File: src/rtl/cache_pkg.sv
// cache_pkg -- shared definitions for the 4-way set-associative tag controller.
//
// Holds the default geometry (tag width, set-index width, associativity),
// the controller FSM state encoding, the way-index type, the per-set LRU age
// vector type, and the helper that produces the reset age pattern.
package cache_pkg;

  localparam int TAG_W = 3;  // tag width in bits
  localparam int IDX_W = 2;  // set-index width in bits, SETS = 2**IDX_W
  localparam int WAYS  = 4;  // associativity, fixed: way index is 2 bits

  // Way index within a set.
  typedef logic [1:0] way_t;

  // One 2-bit LRU age per way; age 0 is most recently used, age 3 is the
  // replacement candidate once every way is valid.
  typedef logic [1:0] age_t;
  typedef age_t [3:0] ages_t;

  // Controller states.
  typedef enum logic [1:0] {
    ST_IDLE   = 2'd0,
    ST_LOOKUP = 2'd1,
    ST_FILL   = 2'd2,
    ST_RESP   = 2'd3
  } state_e;

  // Reset age pattern: age[w] = w, which is already a valid permutation.
  function automatic ages_t reset_ages();
    ages_t a;
    for (int w = 0; w < 4; w++) begin
      a[w] = w[1:0];
    end
    return a;
  endfunction

endpackage

File: src/rtl/cache_lru_set.sv
// cache_lru_set -- LRU age update for one 4-way set.
//
// Purely combinational. Given the current ages of a set and the way being
// accessed, returns the new ages: the accessed way becomes 0, every way that
// was younger than the accessed way ages by one, older ways keep their age.
// A permutation of 0..3 in gives a permutation of 0..3 out.
//
// Ports:
//   ages_i  current ages of the set
//   way_i   accessed way
//   ages_o  updated ages
module cache_lru_set
  import cache_pkg::*;
(
  input  ages_t ages_i,
  input  way_t  way_i,
  output ages_t ages_o
);

  age_t acc_age;

  always_comb begin
    acc_age = ages_i[way_i];
    ages_o  = ages_i;
    for (int w = 0; w < 4; w++) begin
      if (w[1:0] == way_i) begin
        ages_o[w] = 2'd0;
      end else if (ages_i[w] < acc_age) begin
        ages_o[w] = ages_i[w] + 2'd1;
      end else begin
        ages_o[w] = ages_i[w];
      end
    end
  end

endmodule

File: src/rtl/cache_tag_ctrl.sv
// cache_tag_ctrl -- tag lookup / fill controller for a 4-way set-associative
// cache with true-LRU replacement.
//
// A request is accepted in IDLE, its tag is compared against every way of the
// indexed set in LOOKUP, a miss waits in FILL for the next level to deliver
// the line, and RESP issues a one-cycle response strobe. Only the indexed set
// is ever modified.
//
// Ports:
//   clk          clock, rising edge
//   rst_n        asynchronous active-low reset
//   req_valid    lookup request present
//   req_ready    block can accept a request (high only in IDLE)
//   req_addr     {tag, index}, tag in the MSBs
//   fill_req     miss outstanding, line fetch requested (high in FILL)
//   fill_ack     next level delivered the line (ignored outside FILL)
//   resp_valid   one-cycle response strobe
//   resp_hit     1 = hit, 0 = miss serviced by fill (0 when resp_valid=0)
//   resp_way     way holding the line (0 when resp_valid=0)
//   dbg_state    current FSM state, for observation only
//
// Handshake: a request transfers on a rising edge where req_valid and
// req_ready are both high; req_addr is captured on that edge. The requester
// may hold req_valid high across cycles; the next transfer simply happens the
// next time req_ready is high. fill_req stays high until fill_ack is sampled
// high; there is no separate fill valid/ready pair.
module cache_tag_ctrl #(
  parameter int TAG_W = cache_pkg::TAG_W,
  parameter int IDX_W = cache_pkg::IDX_W,
  parameter int WAYS  = cache_pkg::WAYS
) (
  input  logic                   clk,
  input  logic                   rst_n,
  input  logic                   req_valid,
  output logic                   req_ready,
  input  logic [TAG_W+IDX_W-1:0] req_addr,
  output logic                   fill_req,
  input  logic                   fill_ack,
  output logic                   resp_valid,
  output logic                   resp_hit,
  output logic [1:0]             resp_way,
  output cache_pkg::state_e      dbg_state
);

  import cache_pkg::*;

  localparam int SETS = 1 << IDX_W;

  // ---------------------------------------------------------------------
  // Control registers
  // ---------------------------------------------------------------------
  state_e             state_q, state_d;
  logic [TAG_W-1:0]   tag_q, tag_d;
  logic [IDX_W-1:0]   idx_q, idx_d;
  way_t               victim_q, victim_d;
  way_t               way_q, way_d;
  logic               hit_q, hit_d;

  // ---------------------------------------------------------------------
  // Per-set storage
  // ---------------------------------------------------------------------
  logic [TAG_W-1:0]   tag_mem_q [SETS][WAYS];
  logic [WAYS-1:0]    valid_q   [SETS];
  ages_t              age_q     [SETS];

  // ---------------------------------------------------------------------
  // Lookup and victim selection on the indexed set
  // ---------------------------------------------------------------------
  logic [WAYS-1:0]    hit_vec;
  logic               hit_any;
  way_t               hit_way;
  logic               all_valid;
  way_t               victim_way;

  always_comb begin
    hit_vec = '0;
    for (int w = 0; w < WAYS; w++) begin
      hit_vec[w] = valid_q[idx_q][w] && (tag_mem_q[idx_q][w] == tag_q);
    end
    hit_any = |hit_vec;

    // Descending scan so the lowest-numbered matching way is the last
    // assignment; a multi-way hit cannot arise from normal fills.
    hit_way = '0;
    for (int w = WAYS - 1; w >= 0; w--) begin
      if (hit_vec[w]) begin
        hit_way = w[1:0];
      end
    end

    // Victim: lowest invalid way, otherwise the way whose age is 3.
    all_valid  = &valid_q[idx_q];
    victim_way = '0;
    if (all_valid) begin
      for (int w = WAYS - 1; w >= 0; w--) begin
        if (age_q[idx_q][w] == 2'd3) begin
          victim_way = w[1:0];
        end
      end
    end else begin
      for (int w = WAYS - 1; w >= 0; w--) begin
        if (!valid_q[idx_q][w]) begin
          victim_way = w[1:0];
        end
      end
    end
  end

  // ---------------------------------------------------------------------
  // LRU update for the indexed set (single shared instance)
  // ---------------------------------------------------------------------
  logic   lru_en;
  way_t   lru_way;
  ages_t  lru_ages;

  cache_lru_set u_lru (
    .ages_i (age_q[idx_q]),
    .way_i  (lru_way),
    .ages_o (lru_ages)
  );

  // ---------------------------------------------------------------------
  // FSM next state
  // ---------------------------------------------------------------------
  logic fill_we;

  always_comb begin
    state_d  = state_q;
    tag_d    = tag_q;
    idx_d    = idx_q;
    victim_d = victim_q;
    way_d    = way_q;
    hit_d    = hit_q;
    lru_en   = 1'b0;
    lru_way  = hit_way;
    fill_we  = 1'b0;

    unique case (state_q)
      ST_IDLE: begin
        if (req_valid) begin
          tag_d   = req_addr[TAG_W+IDX_W-1 -: TAG_W];
          idx_d   = req_addr[IDX_W-1:0];
          state_d = ST_LOOKUP;
        end
      end

      ST_LOOKUP: begin
        if (hit_any) begin
          hit_d   = 1'b1;
          way_d   = hit_way;
          lru_en  = 1'b1;
          lru_way = hit_way;
          state_d = ST_RESP;
        end else begin
          victim_d = victim_way;
          state_d  = ST_FILL;
        end
      end

      ST_FILL: begin
        if (fill_ack) begin
          fill_we = 1'b1;
          lru_en  = 1'b1;
          lru_way = victim_q;
          hit_d   = 1'b0;
          way_d   = victim_q;
          state_d = ST_RESP;
        end
      end

      ST_RESP: begin
        state_d = ST_IDLE;
      end

      default: begin
        state_d = ST_IDLE;
      end
    endcase
  end

  // ---------------------------------------------------------------------
  // Control register update
  // ---------------------------------------------------------------------
  always_ff @(posedge clk or negedge rst_n) begin
    if (!rst_n) begin
      state_q  <= ST_IDLE;
      tag_q    <= '0;
      idx_q    <= '0;
      victim_q <= '0;
      way_q    <= '0;
      hit_q    <= 1'b0;
    end else begin
      state_q  <= state_d;
      tag_q    <= tag_d;
      idx_q    <= idx_d;
      victim_q <= victim_d;
      way_q    <= way_d;
      hit_q    <= hit_d;
    end
  end

  // Valid bits and ages: reset to empty sets with age[w] = w.
  always_ff @(posedge clk or negedge rst_n) begin
    if (!rst_n) begin
      for (int s = 0; s < SETS; s++) begin
        valid_q[s] <= '0;
        age_q[s]   <= reset_ages();
      end
    end else begin
      if (fill_we) begin
        valid_q[idx_q][victim_q] <= 1'b1;
      end
      if (lru_en) begin
        age_q[idx_q] <= lru_ages;
      end
    end
  end

  // Tag storage carries no reset: a way's tag is meaningless until its valid
  // bit is set, and reset forces the FSM out of FILL so no write can occur.
  always_ff @(posedge clk) begin
    if (fill_we) begin
      tag_mem_q[idx_q][victim_q] <= tag_q;
    end
  end

  // ---------------------------------------------------------------------
  // Outputs: decoded straight from the state so reset forces them at once.
  // ---------------------------------------------------------------------
  assign req_ready  = (state_q == ST_IDLE);
  assign fill_req   = (state_q == ST_FILL);
  assign resp_valid = (state_q == ST_RESP);
  assign resp_hit   = resp_valid & hit_q;
  assign resp_way   = resp_valid ? way_q : 2'b00;
  assign dbg_state  = state_q;

endmodule

File: config.mk
export PLATFORM = sky130hd
export DESIGN_NAME = cache_tag_ctrl
export DESIGN_NICKNAME = d
export VERILOG_FILES = /design/src/rtl/cache_pkg.sv /design/src/rtl/cache_lru_set.sv /design/src/rtl/cache_tag_ctrl.sv
export SDC_FILE = /design/constraint.sdc
export NUM_CORES = 1
export LEC_CHECK = 0
export ABC_AREA = 1
export CORE_MARGIN = 2
export CORE_UTILIZATION = 30
export CTS_CLUSTER_DIAMETER = 200
export DETAILED_ROUTE_END_ITERATION = 10
export GPL_TIMING_DRIVEN = 0
export PLACE_DENSITY = 0.56
export SYNTH_ARGS = -nofsm -noshare
export SYNTH_HDL_FRONTEND = slang
export SYNTH_HIERARCHICAL = 1
export SYNTH_SLANG_ARGS = --single-unit
File: constraint.sdc
create_clock -name clk -period 4.15 [get_ports clk]
set_input_delay 0.83 -clock clk [delete_from_list [all_inputs] [get_ports clk]]
set_output_delay 0.83 -clock clk [all_outputs]
set_load 0.05 [all_outputs]
Fig. 1: clock wiring as the flow saved it
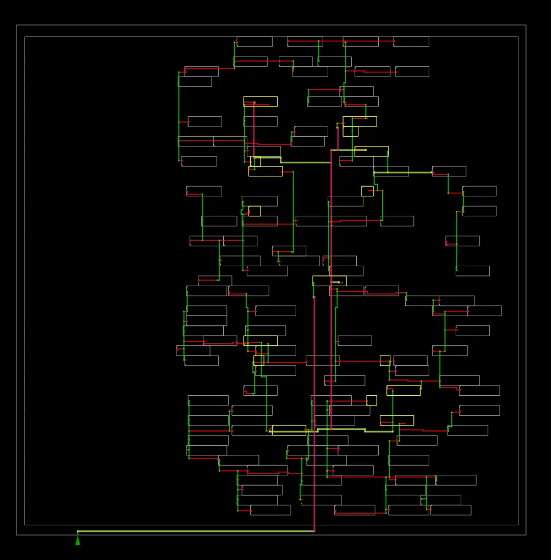
total of clock buffers placed in the layout: 9
clock buffers created by TritonCTS: 9
clock network power: 833 µW

Fig. 2: layout detail
Scale bar: 5 µm. Region (60, 87) to (80, 107) µm. Cells in gray, sequential cells in the stronger gray; small squares are vias.
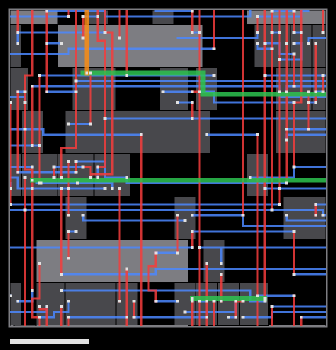
Key: green = metal 3; blue = metal 1; red = metal 2; orange = metal 4
Most frequent: nand2_1 (10), nand4_1 (6), buf_1 (3). Sequential cells in the window: 2. 29 logic cells have their middle in the window. Netlist names of flops here include age_q (2).

==> results.txt <==
State of the implementation.

- The run finished with clean final reports.
- The portion of synthesized cell area occupied by the leading cell type is 26.3%, for reference.
- Setup repair after global routing left no endpoint under its margin.
- The floorplan report gives the top-level pin count as 17.
- The slew at the pin closest to its max-slew limit is roughly 0.78 ns, for reference.
- The synthesized netlist devotes roughly 5.8% of its cell area to compound gates.
- The layout report lists the multi-input gate area as roughly 2300 µm².
- The largest delay contributor family on the critical path is simple AND/OR/NAND/NOR gates, for reference.
- The most instantiated flip-flop cell in the synthesis netlist is sky130_fd_sc_hd__edfxtp_1, for reference.
- Max-cap violations in this run came to 0.
- STA classifies the critical path startpoint as a flip-flop.
- Synthesis produced a netlist whose cell count is about 650.
- For this run the detailed placement stage logged an HPWL of 9220 µm.
- Sorting the synthesis cell report by count puts at the top sky130_fd_sc_hd__nand2_1.
- The kind of critical path is flip-flop to flip-flop, for reference.
- Looking at the critical path, the single cell with the biggest stage delay is sky130_fd_sc_hd__dfrtp_1.
- In the post-route report, total wirelength is listed as roughly 14,000 µm.
- The number of antenna violations at the first check in global routing is 0, for reference.
- The detailed router placed ~4.3k vias in this run.
- In the final routed layout, each cell accounts on average for 15.2 µm.
- Per Yosys stat, the portion of area used by sequential elements is 54.0%.
- The post-synthesis mux area share is 0.205%, for reference.
- The number of buffers inserted by post-CTS setup repair is 0, for reference.
- After detailed routing, the number of remaining DRC violations is 0.
- The xor/xnor cell area share of the yosys netlist is 0.319%, for reference.
- Synthesis inferred 108 register bits.
- The number of endpoints failing setup at the final stage is 0, for reference.
- In this run the worst path has a maximum fanout of 9.
- The most common library cell in the layout ignoring fill and taps is sky130_fd_sc_hd__nand2_1, for reference.
- The post-cts sizing count is 6, for reference.
- The total number of yosys warnings is 6, for reference.
- Detailed-route iteration 0 reported a violation count of 342.
- Among the non-sequential cells, simple AND/OR/NAND/NOR gates take the most area.
- The last weighted congestion value of the routability-driven placer is just under 0.8, for reference.
- The power density over cell area is 665 nW/µm², for reference.
- In the synthesized netlist the async set-or-reset flop fraction comes to 55.6%.
- The post-synthesis average cell area is roughly 8.5 µm², for reference.
- The number of nets in the synthesized netlist is between 600 and 700, for reference.
- The hold buffer count at cts is 0, for reference.
- The total die size is 19,400 µm², for reference.
- Summed over all layers, the global routing overflow is 0.
- The peak ir drop on the vdd network is 0.000483 V, for reference.
- The pre-CTS setup slack is -0.155 ns, for reference.
- After layout, the design draws a total of 4190 µW.
- The type of element capturing the critical path is a flip-flop, for reference.
Fig. 3: gate-type map
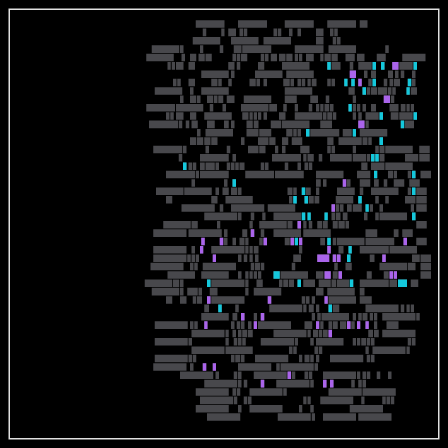
Key: purple = NOR gates [cells 44, most used nor2_1]; cyan = inverters [cells 44, most used inv_1]

Fig. 4: pin map
Scale bar: 50 µm. Pins as bars across the die edge, other pins in gray.
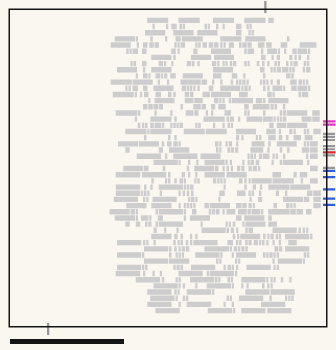
Key: magenta = dbg_state [pins 2, direction output, edge right]; blue = req_addr [pins 5, direction input, edge right]; red = resp_valid [pins 1, direction output, edge right]
All pins by edge: 15 right, 1 bottom, 1 top.

[metal layers]
layer / routed length [µm] / GRT usage [%] / part of all wire, % / vias up
met5: 0 / 0 / 0 / -
met4: 193 / 4.47 / 1.4 / 0
met3: 551 / 2.59 / 4.0 / 12
met2: 6160 / 22.4 / 45 / 80
met1: 6830 / 21.0 / 50 / 2070
li1: - / - / - / 2173
[logic make-up after synthesis]
| kind of cell | after synthesis |
|---|---|
| flops | 108 |
| fa+ha+maj | 8 |
| xor+xnor | 2 |
| buf+inv | 66 |
| compound gates | 52 |
| simple gates | 408 |
| mux | 1 |
[final cells by class]
type | instances | area share (%)
Clock buffer | 9 | 3.58
Multi-Input combinational cell | 471 | 36.2
Inverter | 44 | 2.74
Sequential cell | 108 | 47.1
Timing Repair Buffer | 16 | 2.50
Buffer | 21 | 2.38
Clock inverter | 7 | 0.934
Tap cell | 229 | 4.55
[registers in the layout, indices dropped and copies added (netlist names)]
signal,cells
victim_q,2
valid_q,16
tag_mem_q,48
age_q,32
way_q,2
idx_q,2
tag_q,3
dbg_state,2
hit_q,1
[final timing paths]
check,startpoint,end,slack (ns),cells past startpoint
min in group asynchronous,rst_n,age_q[28],0.54,1
min reg2reg,valid_q[11],valid_q[11],0.46,2
max,idx_q[1],age_q[7],0.34,25
max reg2reg,idx_q[1],age_q[7],0.34,25
max in group asynchronous,rst_n,tag_q[2],3.04,1
min,valid_q[11],valid_q[11],0.46,2
[where the power goes]
part	switching [µW]	internal, µW	total, µW
logic	1350	559	1910
registers	150	1290	1440
clock network	417	416	833
total	1920	2270	4190
[metrics by stage]
step,area (µm²),TNS [ns]
after global routing,6300,0
after global placement,5930,-1.46
after floorplan,5480,0
final,6300,0
after CTS,6230,0
after detailed placement,5930,-1.62
Power is estimated from default activity; no workload was simulated.
